==> images/cell_classes.png <==
(2 px per um)
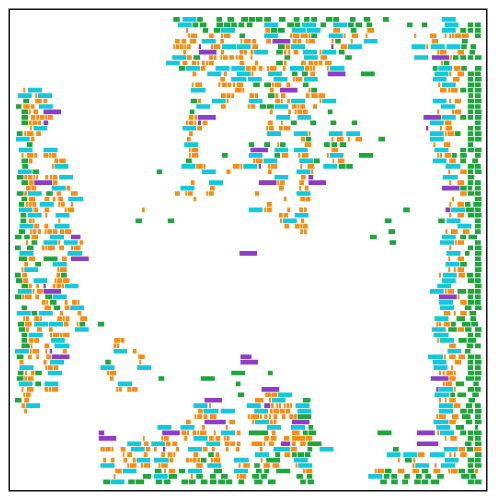
==> images/final_clocks.png <==
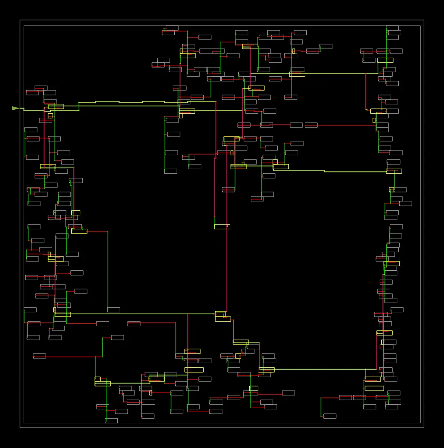
[src/rtl/legv8_pkg.sv]
// Shared LEGv8 pipeline types and widths.
package legv8_pkg;

  localparam int unsigned XLEN       = 64;
  localparam int unsigned REG_ADDR_W = 5;

  typedef enum logic [1:0] {
    IDLE = 2'd0,
    REQ  = 2'd1,
    DONE = 2'd2
  } mem_state_t;

  typedef struct packed {
    logic regwrite;
    logic memtoreg;
  } wb_ctrl_t;

endpackage

[src/rtl/mem_wb.sv]
// MEM/WB pipeline register; a bubble clears control bits and keeps the data fields.
module mem_wb
  import legv8_pkg::*;
(
  input  logic                  clock,
  input  logic                  reset,
  input  logic                  bubble,
  input  wb_ctrl_t              ctrl_in,
  input  logic [XLEN-1:0]       read_data_in,
  input  logic [XLEN-1:0]       alu_result_in,
  input  logic [REG_ADDR_W-1:0] write_reg_in,
  output wb_ctrl_t              ctrl_out,
  output logic [XLEN-1:0]       read_data_out,
  output logic [XLEN-1:0]       alu_result_out,
  output logic [REG_ADDR_W-1:0] write_reg_out
);

  // Pipeline register update: reset, bubble, or load.
  always_ff @(posedge clock) begin
    if (reset) begin
      ctrl_out       <= '0;
      read_data_out  <= '0;
      alu_result_out <= '0;
      write_reg_out  <= '0;
    end else if (bubble) begin
      ctrl_out <= '0;
    end else begin
      ctrl_out       <= ctrl_in;
      read_data_out  <= read_data_in;
      alu_result_out <= alu_result_in;
      write_reg_out  <= write_reg_in;
    end
  end

endmodule

[src/rtl/mem_stage.sv]
// LEGv8 MEM stage: data-memory handshake, pipeline stall, branch resolve, MEM/WB register.
module mem_stage
  import legv8_pkg::*;
#(
  parameter int unsigned TIMEOUT_CYCLES = 255
) (
  input  logic                  clock,
  input  logic                  reset,
  input  logic [XLEN-1:0]       Add_result,
  input  logic [XLEN-1:0]       Alu_result,
  input  logic                  Zero,
  input  logic [XLEN-1:0]       Read2,
  input  logic [REG_ADDR_W-1:0] Write_reg,
  input  logic                  Branch,
  input  logic                  UncBranch,
  input  logic                  Memread,
  input  logic                  Memwrite,
  input  logic                  RegWrite,
  input  logic                  MemtoReg,
  output logic                  dmem_req,
  output logic                  dmem_we,
  output logic [XLEN-1:0]       dmem_addr,
  output logic [XLEN-1:0]       dmem_wdata,
  input  logic                  dmem_ack,
  input  logic [XLEN-1:0]       dmem_rdata,
  output logic                  mem_stall,
  output logic                  pc_src,
  output logic [XLEN-1:0]       branch_target,
  output logic                  mem_error,
  output logic [XLEN-1:0]       wb_read_data,
  output logic [XLEN-1:0]       wb_alu_result,
  output logic [REG_ADDR_W-1:0] wb_write_reg,
  output logic                  wb_regwrite,
  output logic                  wb_memtoreg
);

  localparam int unsigned    CNT_W    = $clog2(TIMEOUT_CYCLES + 1);
  localparam logic [CNT_W-1:0] CNT_LAST = CNT_W'(TIMEOUT_CYCLES - 1);

  mem_state_t       state;
  mem_state_t       state_next;
  logic [CNT_W-1:0] cnt;
  logic [XLEN-1:0]  rdata_q;
  logic [XLEN-1:0]  cap_data;
  logic [XLEN-1:0]  retire_data;
  logic             mem_op;
  logic             is_load;
  logic             stall;
  logic             cap_en;
  logic             timeout_set;
  wb_ctrl_t         ctrl_in;
  wb_ctrl_t         ctrl_out;

  // A store wins when both read and write are requested.
  assign mem_op  = Memread | Memwrite;
  assign is_load = Memread & ~Memwrite;

  assign dmem_we       = Memwrite;
  assign dmem_addr     = Alu_result;
  assign dmem_wdata    = Read2;
  assign branch_target = Add_result;
  assign mem_stall     = stall;
  assign pc_src        = ((Branch & Zero) | UncBranch) & ~stall;

  // Next-state, stall and capture decode.
  always_comb begin
    state_next  = state;
    stall       = 1'b0;
    cap_en      = 1'b0;
    cap_data    = '0;
    timeout_set = 1'b0;
    case (state)
      IDLE: begin
        if (mem_op) begin
          stall      = 1'b1;
          state_next = REQ;
        end
      end
      REQ: begin
        stall = 1'b1;
        if (dmem_ack) begin
          cap_en     = 1'b1;
          cap_data   = is_load ? dmem_rdata : '0;
          state_next = DONE;
        end else if (cnt == CNT_LAST) begin
          cap_en      = 1'b1;
          timeout_set = 1'b1;
          state_next  = DONE;
        end
      end
      DONE: begin
        state_next = IDLE;
      end
      default: begin
        state_next = IDLE;
      end
    endcase
  end

  // State register.
  always_ff @(posedge clock) begin
    if (reset) begin
      state <= IDLE;
    end else begin
      state <= state_next;
    end
  end

  // Request line, timeout counter and sticky error flag.
  always_ff @(posedge clock) begin
    if (reset) begin
      dmem_req  <= 1'b0;
      cnt       <= '0;
      mem_error <= 1'b0;
    end else begin
      dmem_req <= (state_next == REQ);
      cnt      <= (state == REQ) ? cnt + CNT_W'(1) : '0;
      if (timeout_set) begin
        mem_error <= 1'b1;
      end
    end
  end

  // Holds load data (or 0 on abort/store) until the DONE retire edge.
  always_ff @(posedge clock) begin
    if (reset) begin
      rdata_q <= '0;
    end else if (cap_en) begin
      rdata_q <= cap_data;
    end
  end

  assign retire_data      = (state == DONE) ? rdata_q : '0;
  assign ctrl_in.regwrite = RegWrite;
  assign ctrl_in.memtoreg = MemtoReg;

  mem_wb u_mem_wb (
    .clock          (clock),
    .reset          (reset),
    .bubble         (stall),
    .ctrl_in        (ctrl_in),
    .read_data_in   (retire_data),
    .alu_result_in  (Alu_result),
    .write_reg_in   (Write_reg),
    .ctrl_out       (ctrl_out),
    .read_data_out  (wb_read_data),
    .alu_result_out (wb_alu_result),
    .write_reg_out  (wb_write_reg)
  );

  assign wb_regwrite = ctrl_out.regwrite;
  assign wb_memtoreg = ctrl_out.memtoreg;

endmodule

[config.mk]
export PLATFORM = sky130hd
export DESIGN_NAME = mem_stage
export DESIGN_NICKNAME = d
export VERILOG_FILES = /design/src/rtl/legv8_pkg.sv /design/src/rtl/mem_wb.sv /design/src/rtl/mem_stage.sv
export SDC_FILE = /design/constraint.sdc
export NUM_CORES = 1
export LEC_CHECK = 0
export CAP_MARGIN = 20
export CORE_AREA = 2 2 236 238
export CTS_CLUSTER_DIAMETER = 120
export DETAILED_ROUTE_END_ITERATION = 8
export DIE_AREA = 0 0 238 240
export SETUP_SLACK_MARGIN = 0.3
export SYNTH_ARGS = -nofsm -noshare
export SYNTH_HDL_FRONTEND = slang
export SYNTH_HIERARCHICAL = 1
export SYNTH_SLANG_ARGS = --single-unit
[constraint.sdc]
create_clock -name clock -period 2.4 [get_ports clock]
set_clock_uncertainty 0.2 [all_clocks]
set_input_delay 0.48 -clock clock [delete_from_list [all_inputs] [get_ports clock]]
set_output_delay 0.48 -clock clock [all_outputs]
set_load 0.005 [all_outputs]
==> job_summary.md <==
## PnR job results

| Metric | Value |
|---|---|
| Comb gate area | 0.003836 mm2 |
| WHS Path Cells | 2 |
| Area share, top type | 41.87% |
| Sequential Area | 0.004249 mm2 |
| Seq pwr | 3.68 mW |
| Area delta synth->final | 36.21% |
| Leading cell kind | registers |
| Pwr/cell area | 627.2 mW/mm2 |
| Number of enable flip-flop cells | 0 |
| # DRC | 0 |
| Clock network power | 3.85 mW |
| Comb area leader | buffers and inverters |
| Chip Area, Yosys | 0.01009 mm2 |
| Fin Setup TNS | 0 ns |
| Inverter count | 67 |
| Crit path from | state[0]$_SDFF_PP0_ |
| Met1 wire length | 11,940 um |
| Row cnt | 86 |
| Syn Std Cell Area | 0.01009 mm2 |
| Synth top cells by count | dfxtp_1 (211), buf_4 (202), nor2_1 (141) |
| Share of cells above drive strength 1 | 7.589% |
| Critical path peak fanout | 3 |
| Cells after DPL | 1,920 |
| Peak Freq | 0.4617 GHz |
| Via/cell ratio | 4.010 |
| CTS tree | done |
| GRT met2 Usage | 17.39% |
| Most numerous logic cell after layout | dfxtp_1 |
| Total of max-cap violations | 0 |
| Clk pwr share | 44.7% |
| Minimum clock period | 2.166 ns |
| CTS Hold Bufs | 0 |
| Most frequent CP cell | nor2_4 |
| Synth Warn # | 6 |
| Final instance area | 0.01374 mm2 |
| N_diodes | 1 |
| Mean Syn Cell Area | 9.098 um2 |
| Worst r2r path cells | 9 |
| Die area | 0.05712 mm2 |
| Period utilization | 90.25% |
| Gate power share | 12.7% |
| Seq/total area | 30.92% |
| Post-layout nets | 1,521 |
| Clock-cell share | 6.036% |
| Met2 wire len | 14,030 um |
| IO Count | 603 |
| Hpwl dp | 20,600 um |
| Worst-Margin Slew | 0.5662 ns |
| Layout Cells excl Fill | 1,970 |
| Slew headroom | 62.25% |
| Total track usage | 9.926% |
| Pleak | 6.336 nW |
| Adder-cell share of the synthesized area | 0.2480% |
| Hold_ws | 0.06846 ns |
| DRT Wirelength | 30,120 um |
| Flop pwr share | 42.6% |
| Fraction of registers with async set/reset | 0% |
| IO Port Bufs | 346 |
| Basic Gates by Area | 18.09% |
| Core area | 0.05466 mm2 |
| Top cells by area, synth | dfxtp_1 (42%), buf_4 (15%), mux2i_1 (13%), nor2_1 (5.2%), o211ai_1 (4.4%) |
| Synth Instances | 1,109 |
| DP Worst Slack | -0.2917 ns |
| Critical path type | reg -> out |
| Clock Tree Buf Depth | 3 |
| Fin util | 25.14% |
| Vias post-DR | 7,900 |
| WHS Endpoint | u_mem_wb/write_reg_out[1]$_SDFFE_PP0N_ |
| Net Sw Frac | 24.73% |
| Post-route ant nets | 0 |
| Seq Cell Count | 211 |
| Final Setup Violations | 0 |
| Final-layout clock buffer total | 36 |
| CP arrival | 1.49 ns |
| Reg2reg start | state[0]$_SDFF_PP0_ |
| Slowest cell delay on critical path | 0.34 ns |
| Die width | 238 um |
| Critical Path, Cell by Cell | nor3_2 > buf_4 > nor2_4 > buf_6 > nor2_4 > buf_2 |
| Non-CTS buffers | 376 |
| Internal power | 6.488 mW |
| Status | complete, no violations |
| Hold wc startpoint | reset |
| Post-cts sizing count | 191 |
| Root buf cell | clkbuf_16 |
| Most Crowded Layer GR | met2 |
| Postcts setup bufs | 4 |
| Yosys Instances | 1,109 |
| Total gr overflow | 0 |
| Routed met3 length | 2747 um |
| Most numerous logic cells after layout | dfxtp_1 (193), dlygate4sd2_1 (162), clkdlybuf4s50_1 (158) |
| Mux area share | 13.19% |
| First-pass GRT wire length | 44,390 um |
| Largest net degree at the start of global routing | 136 |
| Max Slew Vio Count | 0 |
| Comb group | 1.09 mW |
| Final setup margin | 0.2340 ns |
| Most frequent cell after synthesis | dfxtp_1 |
| Met3 Use GR | 3.536% |
| Peak VDD IR | 0.0004945 V |
| Reg2reg setup slack | 0.41 ns |
| Net Count, Synth | 1,382 |
| WP depth | 6 |
| Worst Path Buf+Inv | 3 |
| Setup crit end | pc_src |
| Routing usage on met1 | 10.57% |
| Drt first pass iters | 5 |
| H-tree levels | 1 |
| Primary FF master, synth | dfxtp_1 |
| Worst path required time | 1.72 ns |
| Number of global-route vias before repair | 7,768 |
| Initial antenna violation count | 5 |
| Post-synthesis xor/xnor area fraction | 0.2604% |
| Routability cong. | 0.7266 |
| Critical path capture point type | output port |
| Starting density of the core | 18.46% |
| Tool warnings | 31 |
| Top Registers | rdata_q x64, u_mem_wb/alu_result_out x64, u_mem_wb/read_data_out x64 |
| Fill cells | 5,868 |
| DR top layer | met5 |
| Comb area share | 27.91% |
| Synth Seq Share | 41.87% |
Notes on cell_classes.png above:
legend:
  cyan:
    class: flip-flops
    cells: 211
  purple:
    class: clock drivers and dummy loads
    cells: 45
  green:
    class: other buffers and delay cells
    cells: 376
  orange:
    class: all other logic
    cells: 633

Notes on final_clocks.png above:
number of CTS-inserted buffers: 26
Latency at later pin: 0.56 ns

Power is estimated from default activity; no workload was simulated.
